==> src/rtl/srl_fifo_sync.sv <==
// Shift-register FIFO: pushes shift into index 0, pops read index COUNT-1; read data 1 clk after RE.
// No backpressure: writes at full are dropped (sticky OVF), reads at empty are dropped (sticky UDF).
module srl_fifo_sync #(
  parameter int SELWIDTH  = 5,
  parameter int WIDTH     = 8,
  parameter int AFULL_LVL = 28
) (
  input  logic                CLK,
  input  logic                RST,
  input  logic                WE,
  input  logic [WIDTH-1:0]    DIN,
  input  logic                RE,
  output logic [WIDTH-1:0]    DO,
  output logic                VALID,
  output logic                FULL,
  output logic                EMPTY,
  output logic                ALMOST_FULL,
  output logic [SELWIDTH:0]   COUNT,
  output logic                OVF,
  output logic                UDF
);

  localparam int DEPTH = 2 ** SELWIDTH;
  localparam logic [SELWIDTH:0]   DEPTH_C = (SELWIDTH + 1)'(DEPTH);
  localparam logic [SELWIDTH:0]   AFULL_C = (SELWIDTH + 1)'(AFULL_LVL);
  localparam logic [SELWIDTH:0]   ONE_C   = (SELWIDTH + 1)'(1);
  localparam logic [SELWIDTH-1:0] ONE_SEL = SELWIDTH'(1);

  logic [WIDTH-1:0]    chain [DEPTH];
  logic                push;
  logic                pop;
  logic [SELWIDTH-1:0] rd_idx;

  assign FULL        = (COUNT == DEPTH_C);
  assign EMPTY       = (COUNT == '0);
  assign ALMOST_FULL = (COUNT >= AFULL_C);

  assign pop  = RE & ~EMPTY;
  assign push = WE & (~FULL | RE);

  // At COUNT==DEPTH the low bits are zero, so the wrap lands on DEPTH-1.
  assign rd_idx = COUNT[SELWIDTH-1:0] - ONE_SEL;

  // Unreset storage so the chains map onto shift-register primitives.
  always_ff @(posedge CLK) begin
    if (push) begin
      for (int i = DEPTH - 1; i > 0; i--) begin
        chain[i] <= chain[i-1];
      end
      chain[0] <= DIN;
    end
  end

  always_ff @(posedge CLK) begin
    if (RST) begin
      COUNT <= '0;
      DO    <= '0;
      VALID <= 1'b0;
      OVF   <= 1'b0;
      UDF   <= 1'b0;
    end else begin
      VALID <= pop;
      if (pop) begin
        DO <= chain[rd_idx];
      end
      case ({push, pop})
        2'b10:   COUNT <= COUNT + ONE_C;
        2'b01:   COUNT <= COUNT - ONE_C;
        default: COUNT <= COUNT;
      endcase
      if (WE & FULL & ~RE) begin
        OVF <= 1'b1;
      end
      if (RE & EMPTY) begin
        UDF <= 1'b1;
      end
    end
  end

endmodule

==> config.mk <==
export PLATFORM = sky130hd
export DESIGN_NAME = srl_fifo_sync
export DESIGN_NICKNAME = d
export VERILOG_FILES = /design/src/rtl/srl_fifo_sync.sv
export SDC_FILE = /design/constraint.sdc
export NUM_CORES = 1
export LEC_CHECK = 0
export ABC_AREA = 1
export CAP_MARGIN = 10
export CELL_PAD_IN_SITES_DETAIL_PLACEMENT = 0
export CELL_PAD_IN_SITES_GLOBAL_PLACEMENT = 1
export CORE_MARGIN = 2
export CORE_UTILIZATION = 46
export CTS_BUF_LIST = sky130_fd_sc_hd__clkbuf_16
export DETAILED_ROUTE_END_ITERATION = 16
export HOLD_SLACK_MARGIN = 0.06
export PLACE_DENSITY = 0.85
export SLEW_MARGIN = 20
export SYNTH_ARGS = -nofsm -noshare
export SYNTH_HDL_FRONTEND = slang
export SYNTH_SLANG_ARGS = --single-unit
export TNS_END_PERCENT = 5
==> constraint.sdc <==
create_clock -name CLK -period 15.05 [get_ports CLK]
set_input_delay 3.01 -clock CLK [delete_from_list [all_inputs] [get_ports CLK]]
set_output_delay 3.01 -clock CLK [all_outputs]
set_load 0.01 [all_outputs]
==> impl_metrics.json <==
{
  "rows": 58,
  "drv_cap": 0,
  "initialDrtViolationCount": 610,
  "clock_latency_ps": 540,
  "path_cells": "inv_4, ha_2, nand4_1, inv_1, clkdlybuf4s50_1",
  "startpoint": "COUNT[0]",
  "hold_ws_ps": 438,
  "drt-met1-wl_mm": 10.9,
  "synthXorXnorAreaFrac": 0.00660,
  "crit_end": "EMPTY",
  "seq_power_mw": 1.02,
  "report.final.hold_viol_count": 0,
  "antenna_left": 0,
  "final-max-slew-violation-count": 0,
  "area.combinational_mm2": 0.00275,
  "worst_pin_slew_ps": 1030,
  "yosys_warnings": 0,
  "wl_met3_um": 987,
  "grt_pass1_vias": 7156,
  "dp_hpwl_mm": 12.2,
  "placed_cell_area_mm2": 0.0123,
  "setup_viol": 0,
  "pwr-share-seq": 0.376,
  "grt_first_pass_wirelength_mm": 37.8,
  "hp-start": "chain[3][7]",
  "die_w_um": 164,
  "critPathBufInv": 3,
  "largest_reg_flops": 256,
  "status": "completed",
  "hp-class": "flop to flop",
  "syn_area_mm2": 0.0118,
  "htree_levels": 1,
  "synthTopCellsByArea": "edfxtp_1, nand2_1, nand3_1",
  "final_net_count": 1169,
  "antenna_found_initial": 0,
  "dr_wl_met2_mm": 10.8,
  "edf_count": 256,
  "power_switching_share": 0.394,
  "n_fill_cell": 2259,
  "synth_top_cell_by_count": "nand2_1",
  "ys_seq_frac": 0.683,
  "ff2ff_path_depth": 8,
  "comb_cells": 610,
  "preCtsSetupSlack_ps": 8910
}
Figure 1. The metal 1 layer.
Drawn at 1.5 px/µm.
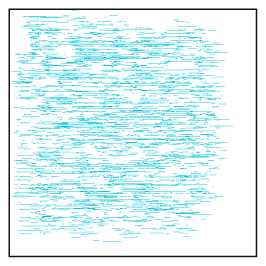
- longest straight run: 47.4 µm
- main direction: horizontal
via count: 7476
DRT Wirelength: 23.2 mm
met1 Use GR: 0.258

Figure 2. Selected gate families.
Drawn at 1.5 px/µm.
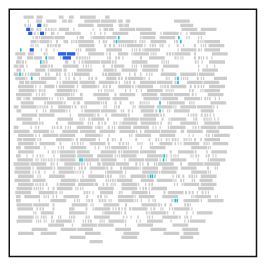
- xor and xnor cells: blue (cells 8; where upper left)
- nor cells: cyan (cells 21)
most frequent logic cell in the layout: nand2_1
combinational share of cell area: 0.209
non-filler instance count after layout: 1500

Figure 3. Close-up of the layout.
Window x 110 to 135, y 110 to 135 µm. Cells in gray, sequential cells in the stronger gray; small squares are vias.
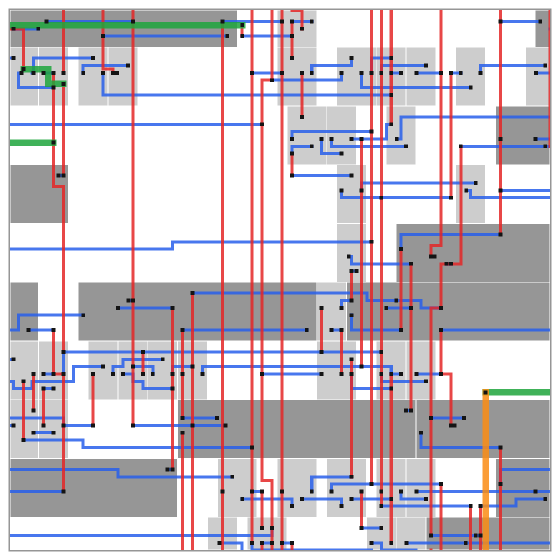
- M4: orange
- M3: green
- M1: blue
- M2: red
- most frequent: nand2_1 (14), nand3_1 (11), inv_1 (10)
- netlist names of flops here include: chain (8)
- cells with their middle in the window: 46
- sequential cells in the window: 8

Figure 4. Routing congestion map.
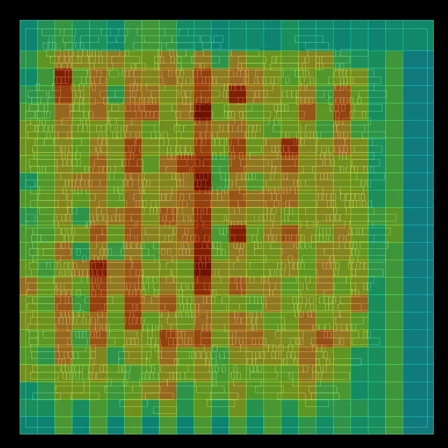
routed len/inst: 15.5 µm
GR Util met3: 0.0230
met2 GRT Util: 0.280

Power and IR drop assume default switching activity.
